Figure 1. M4 wires.
Scale bar: 50 microns.
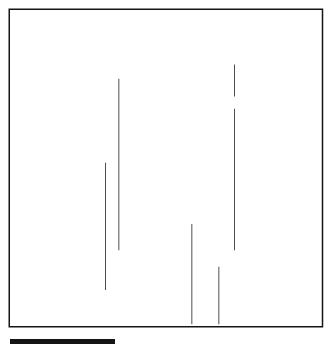
Figure 2. Signal wires by layer.
Scale bar: 50 microns.
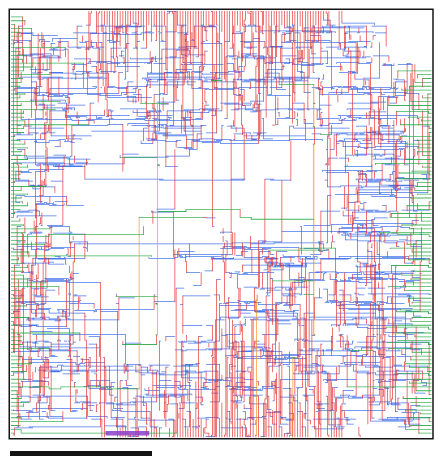
Figure 3. Gate-type map.
Scale bar: 50 microns.
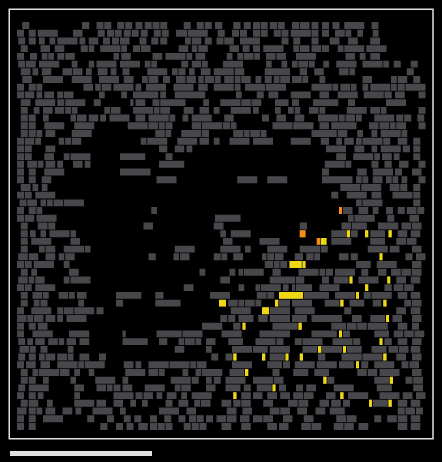
### config.mk
export PLATFORM = sky130hd
export DESIGN_NAME = memory_stage
export DESIGN_NICKNAME = d
export VERILOG_FILES = /design/src/rtl/mem_pkg.sv /design/src/rtl/mem_wb_reg.sv /design/src/rtl/memory_stage.sv
export SDC_FILE = /design/constraint.sdc
export NUM_CORES = 1
export LEC_CHECK = 0
export CORE_AREA = 2 2 147 149
export DETAILED_ROUTE_END_ITERATION = 10
export DIE_AREA = 0 0 149 151
export PLACE_DENSITY = 0.72
export SYNTH_ARGS = -nofsm -noshare
export SYNTH_HDL_FRONTEND = slang
export SYNTH_SLANG_ARGS = --single-unit
export TNS_END_PERCENT = 20
### constraint.sdc
create_clock -name clk -period 2.3 [get_ports clk]
set_clock_uncertainty 0.05 [all_clocks]
set_input_delay 0.23 -clock clk [delete_from_list [all_inputs] [get_ports clk]]
set_output_delay 0.23 -clock clk [all_outputs]
set_load 0.1 [all_outputs]
### src/rtl/mem_pkg.sv
// mem_pkg: shared encodings and types for the MEM pipeline stage.
// Holds the MemToReg writeback-source codes, the MEM-stage FSM states, the
// EX/MEM control bundle and the helpers that classify the access held in M.
package mem_pkg;

  // Writeback source select; 2'b11 is reserved and behaves like MTR_ALU.
  localparam logic [1:0] MTR_MEM = 2'b00;
  localparam logic [1:0] MTR_ALU = 2'b01;
  localparam logic [1:0] MTR_IO  = 2'b10;

  typedef enum logic {
    IDLE = 1'b0,
    WAIT = 1'b1
  } memState_t;

  // Control half of the EX/MEM register. The WIDTH-dependent address and
  // store data are kept next to it in the stage so the package stays
  // independent of the data width.
  typedef struct packed {
    logic       regWrite;
    logic       memWrite;
    logic       mempWrite;
    logic       ioFlag;
    logic [1:0] memToReg;
    logic [3:0] rd;
  } exMemCtrl_t;

  // A data-memory load: writes back, sources memory, not routed to IO.
  function automatic logic isLoad(input exMemCtrl_t c);
    return c.regWrite && (c.memToReg == MTR_MEM) && !c.ioFlag;
  endfunction

  // Any access that needs the variable-latency data-memory port.
  function automatic logic isMemOp(input exMemCtrl_t c);
    return isLoad(c) || (c.memWrite && !c.ioFlag);
  endfunction

  // An IO read returns io_rdata to the register file.
  function automatic logic isIoRead(input exMemCtrl_t c);
    return c.regWrite && c.ioFlag && (c.memToReg == MTR_IO);
  endfunction

endpackage

### src/rtl/mem_wb_reg.sv
// mem_wb_reg: MEM/WB pipeline register with bubble insertion.
// A bubble clears only the write enable; the payload fields hold their last
// value because nothing downstream looks at them while RegWriteW is low.
module mem_wb_reg #(
  parameter int WIDTH = 32
) (
  input  logic             clk,
  input  logic             reset,
  input  logic             bubble,
  input  logic             regWriteM,
  input  logic [1:0]       memToRegM,
  input  logic [WIDTH-1:0] aluResultM,
  input  logic [3:0]       rdM,
  input  logic             loadM,
  input  logic             ioReadM,
  input  logic [WIDTH-1:0] memRdata,
  input  logic [WIDTH-1:0] ioRdata,
  output logic             RegWriteW,
  output logic [1:0]       MemToRegW,
  output logic [WIDTH-1:0] ALUResultW,
  output logic [WIDTH-1:0] ReadDataW,
  output logic [3:0]       RdW
);

  // Advance the writeback register every edge, or drop a bubble into it.
  // NOTE: non-blocking assignments keep every flop sampling the pre-edge
  // values, so the order of statements in this block cannot change behaviour.
  always_ff @(posedge clk) begin
    if (reset) begin
      RegWriteW  <= 1'b0;
      MemToRegW  <= '0;
      ALUResultW <= '0;
      ReadDataW  <= '0;
      RdW        <= '0;
    end else if (bubble) begin
      RegWriteW  <= 1'b0;
    end else begin
      RegWriteW  <= regWriteM;
      MemToRegW  <= memToRegM;
      ALUResultW <= aluResultM;
      RdW        <= rdM;
      if (loadM) begin
        ReadDataW <= memRdata;
      end else if (ioReadM) begin
        ReadDataW <= ioRdata;
      end
    end
  end

endmodule

### src/rtl/memory_stage.sv
// memory_stage: MEM stage of the hybrid ARM/MIPS pipeline.
// Holds the EX/MEM register, runs the variable-latency data-memory req/ack
// handshake, drives the single-cycle MemP and IO ports, stalls upstream while
// an access is outstanding and feeds the MEM/WB register.
// Optional build macro MEM_TIMEOUT_EN: abandons a data-memory access after
// TIMEOUT wait cycles, writes back a bubble and sets the sticky MemErr flag.
module memory_stage
  import mem_pkg::*;
#(
  parameter int WIDTH   = 32,
  parameter int TIMEOUT = 16
) (
  input  logic             clk,
  input  logic             reset,
  input  logic             RegWriteE,
  input  logic             MemWriteE,
  input  logic             MemPWriteE,
  input  logic             IOFlagE,
  input  logic [1:0]       MemToRegE,
  input  logic [WIDTH-1:0] ALUResultE,
  input  logic [WIDTH-1:0] WriteDataE,
  input  logic [3:0]       RdE,
  output logic             dmem_req,
  output logic             dmem_we,
  output logic [WIDTH-1:0] dmem_addr,
  output logic [WIDTH-1:0] dmem_wdata,
  input  logic [WIDTH-1:0] dmem_rdata,
  input  logic             dmem_ack,
  output logic             memp_we,
  output logic [WIDTH-1:0] memp_addr,
  output logic [WIDTH-1:0] memp_wdata,
  output logic             io_we,
  output logic [WIDTH-1:0] io_wdata,
  input  logic [WIDTH-1:0] io_rdata,
  output logic             StallM,
  output logic             RegWriteW,
  output logic [1:0]       MemToRegW,
  output logic [WIDTH-1:0] ALUResultW,
  output logic [WIDTH-1:0] ReadDataW,
  output logic [3:0]       RdW
`ifdef MEM_TIMEOUT_EN
  ,
  output logic             MemErr
`endif
);

  exMemCtrl_t       ctrlM;
  logic [WIDTH-1:0] aluResultM;
  logic [WIDTH-1:0] writeDataM;
  memState_t        state;
  memState_t        stateNext;
  logic             memOpM;
  logic             timeoutHit;
  logic             wbBubble;

  // The wait counter is 8 bits wide, so TIMEOUT-1 must fit in it.
  if (TIMEOUT < 1 || TIMEOUT > 256) begin : gTimeoutRange
    $error("memory_stage: TIMEOUT must be within 1..256");
  end

  // EX/MEM register: capture the Execute outputs unless an access is stalling.
  always_ff @(posedge clk) begin
    if (reset) begin
      ctrlM      <= '0;
      aluResultM <= '0;
      writeDataM <= '0;
    end else if (!StallM) begin
      ctrlM.regWrite  <= RegWriteE;
      ctrlM.memWrite  <= MemWriteE;
      ctrlM.mempWrite <= MemPWriteE;
      ctrlM.ioFlag    <= IOFlagE;
      ctrlM.memToReg  <= MemToRegE;
      ctrlM.rd        <= RdE;
      aluResultM      <= ALUResultE;
      writeDataM      <= WriteDataE;
    end
  end

  // Data-memory request straight from the M register; the register holds
  // during WAIT, so address, data and direction stay stable until ack.
  assign memOpM     = isMemOp(ctrlM);
  assign dmem_req   = memOpM && !timeoutHit;
  assign dmem_we    = ctrlM.memWrite;
  assign dmem_addr  = aluResultM;
  assign dmem_wdata = writeDataM;

  // A zero-wait ack completes in the request cycle, so it never stalls.
  assign StallM = dmem_req && !dmem_ack;

  // FSM state register: tracks whether the access in M is already waiting.
  always_ff @(posedge clk) begin
    if (reset) begin
      state <= IDLE;
    end else begin
      state <= stateNext;
    end
  end

  // FSM next state: enter WAIT on an unanswered request, leave on ack or timeout.
  // NOTE: stateNext gets its default before the case so every path assigns it;
  // a path that skipped it would infer a latch.
  always_comb begin
    stateNext = state;
    case (state)
      IDLE: if (dmem_req && !dmem_ack) stateNext = WAIT;
      WAIT: if (dmem_ack || timeoutHit) stateNext = IDLE;
      default: stateNext = IDLE;
    endcase
  end

`ifdef MEM_TIMEOUT_EN
  logic [7:0] waitCnt;

  // Wait counter: counts cycles spent in WAIT, restarts in IDLE.
  always_ff @(posedge clk) begin
    if (reset || state == IDLE) begin
      waitCnt <= '0;
    end else begin
      waitCnt <= waitCnt + 8'd1;
    end
  end

  // An ack arriving in the last allowed cycle still completes the access.
  assign timeoutHit = (state == WAIT) && (waitCnt == 8'(TIMEOUT - 1)) && !dmem_ack;

  // Sticky error flag: set by any abandoned access, cleared only by reset.
  always_ff @(posedge clk) begin
    if (reset) begin
      MemErr <= 1'b0;
    end else if (timeoutHit) begin
      MemErr <= 1'b1;
    end
  end
`else
  assign timeoutHit = 1'b0;
`endif

  // MemP strobe fires only in the first M cycle of an instruction; a
  // following WAIT must not repeat it.
  assign memp_we    = ctrlM.mempWrite && (state == IDLE);
  assign memp_addr  = aluResultM;
  assign memp_wdata = writeDataM;

  // IO accesses complete in one cycle and never use the data-memory port.
  assign io_we    = ctrlM.memWrite && ctrlM.ioFlag;
  assign io_wdata = writeDataM;

  // An abandoned load retires as a bubble, exactly like a stalled cycle.
  assign wbBubble = StallM || timeoutHit;

  mem_wb_reg #(
    .WIDTH(WIDTH)
  ) uMemWb (
    .clk        (clk),
    .reset      (reset),
    .bubble     (wbBubble),
    .regWriteM  (ctrlM.regWrite),
    .memToRegM  (ctrlM.memToReg),
    .aluResultM (aluResultM),
    .rdM        (ctrlM.rd),
    .loadM      (isLoad(ctrlM)),
    .ioReadM    (isIoRead(ctrlM)),
    .memRdata   (dmem_rdata),
    .ioRdata    (io_rdata),
    .RegWriteW  (RegWriteW),
    .MemToRegW  (MemToRegW),
    .ALUResultW (ALUResultW),
    .ReadDataW  (ReadDataW),
    .RdW        (RdW)
  );

endmodule
==> flow_summary.json <==
{
  "synthTopCellsByArea": "dfxtp_1 (40%), mux2i_1 (19%), nand2b_1 (16%), buf_4 (11%), a221oi_2 (6.2%)",
  "nNetsFinal": 1108,
  "seq_area_share_pct": 27.5,
  "gr-total-overflow": 0,
  "die_h_microns": 151,
  "rr_startpoint": "ctrlM[5]",
  "place_inst": 1223,
  "postSynthCellCount": 705,
  "dp_hpwl_microns": 14100,
  "gr-usage-met3_pct": 5.39,
  "bufAreaShareNonClock_pct": 31.8,
  "synth.most_common_cell": "nand2b_1",
  "use_met2_pct": 27.7,
  "clk_share_pct": 6.09,
  "topCombFamilyByArea": "multiplexers",
  "drt_drc_violations_left": 0,
  "grt_max_degree": 78,
  "fp_util_pct": 35.0,
  "critPathMaxFanout": 14,
  "cts_max_level": 4,
  "use_met1_pct": 18.9,
  "nFillCells": 1986,
  "tritoncts": "yes",
  "n_tap_cell": 275,
  "logic_area_sq_um": 3330,
  "critPathArrivalTime_ns": 1.73,
  "drv_slew": 0,
  "clockBufferDepth": 2,
  "coreArea_sq_um": 20800,
  "synth_seq_share_pct": 40.1,
  "synth_flops": 146,
  "min_period_over_period_pct": 87.2,
  "min-delay-start": "reset",
  "crit_required_ns": 2.02,
  "antenna_found_initial": 1,
  "synth-edff-count": 0,
  "io_buffers": 376,
  "clkTransAtPathRegs_ns": 0.06,
  "cp_top_family": "buffers and inverters",
  "clk-insertion-delay-late_ns": 0.42,
  "placed_cell_area_sq_um": 9990,
  "top_area_cell_class": "non-clock buffers",
  "crit_chain": "nor3b_2 > o21ai_2 > inv_4 > buf_12",
  "num_rows": 53,
  "relSlewSlack_pct": 58.2,
  "fin_util_pct": 51.1,
  "syn_nets": 846,
  "cts_sinks": 146,
  "fin_ws_ns": 0.294,
  "num_antenna_cells": 0,
  "finalCriticalPeriod_ns": 2.01,
  "top_area_cell": "dfxtp_1",
  "warnings": 26,
  "p_leak_nw": 4.40,
  "grt_pass1_wl_microns": 28200,
  "min_path_type": "in2reg",
  "fp.dieArea_sq_um": 22500,
  "grt_pass1_vias": 5263,
  "synth.avg_cell_area_sq_um": 10.3,
  "fmax_mhz": 499,
  "cpPeakStageDelay_ns": 0.44,
  "fp.dieW_microns": 149,
  "routabilityCongestion": 0.732,
  "postCtsSetupBuffers": 0,
  "ys_sh_simple_pct": 18.9,
  "rsz0062_at_grt": "false",
  "outcome": "finished clean",
  "ys_cells": 705,
  "flops": 146,
  "worst_setup_path_start_kind": "flop",
  "pre_cts_ws_ns": 0.252,
  "n_all_inverters": 3,
  "xor_share_pct": 0,
  "ys_sh_mux_pct": 19.2,
  "syn_to_final_growth_pct": 46.0,
  "vias_per_cell": 4.48
}
Back to the opening pictures, Figure 1:
nets with wire on the layer = 4
share of all routed wire = 1.6%
main direction = vertical
longest straight run = 81.6 microns
vias post-DR: 5,616
total wire length: 19,100 microns

Back to the opening pictures, Figure 2:
green -> met3  # wire length 1,730 microns
red -> met2  # wire length 9,340 microns
purple -> met5  # wire length 13.8 microns
blue -> met1  # wire length 7,680 microns
orange -> met4  # wire length 299 microns
GRT Total Usage: 16.2%
wire per inst: 15.2 microns

Back to the opening pictures, Figure 3:
yellow -> NOR gates  # cells 38, most used nor2_1
orange -> inverters  # cells 3, most used inv_1

## cells in the final DEF (no fill, tap or decap), types with 2 or more instances in the layout
cell type / Yosys / routed
mux2i_1: 140 / 140
dfxtp_1: 146 / 146
a221oi_2: 30 / 30
clkdlybuf4s50_1: 0 / 139
nand2b_1: 182 / 182
buf_12: 3 / 9
clkbuf_1: 24 / 2
nor2_1: 33 / 33
or3b_2: 2 / 2
clkbuf_16: 0 / 17
clkinv_4: 0 / 3
inv_6: 0 / 2
inv_1: 2 / 2
a221oi_1: 2 / 2
nor3b_1: 2 / 2
bufinv_16: 0 / 5
buf_4: 107 / 240
o21ai_0: 2 / 2
## power breakdown
group | switching [mW] | internal (mW) | leakage, nW | total, mW
sequential | 0.145 | 2.70 | 1.20 | 2.85
clock | 1.10 | 1.96 | 0.311 | 3.06
combinational | 2.57 | 0.849 | 2.89 | 3.42
total | 3.82 | 5.51 | 4.40 | 9.33
## worst register-to-register path: cells and delay by family, from the launching register on
family          cells  cell delay, ns
flops               1            0.40
compound gates      1            0.28
buf+inv             2            0.53
simple gates        2            0.44
## registers in the layout (all words and copies together), names as in the netlist
name,flops
dmem_addr,32
uMemWb.MemToRegW,2
uMemWb.ALUResultW,32
state,1
ctrlM,9
dmem_wdata,32
uMemWb.RegWriteW,1
uMemWb.RdW,4
uMemWb.ReadDataW,32
dmem_we,1
## per-layer routing
metal  wire length, microns  vias to the layer above
li1                       -                     2795
met1                   7680                     2559
met2                   9340                      237
met3                   1730                       23
met4                    299                        2
met5                     13                        -
## worst paths after layout
path	slack (ns)	depth (start not counted)	endpoint
setup / recovery	0.29	4	StallM
hold reg to reg	0.41	2	state
setup reg to reg	0.51	5	uMemWb.ReadDataW[31]
hold / removal	0.30	3	dmem_addr[29]
No activity file was given, so power comes from the tool's default toggle rates.
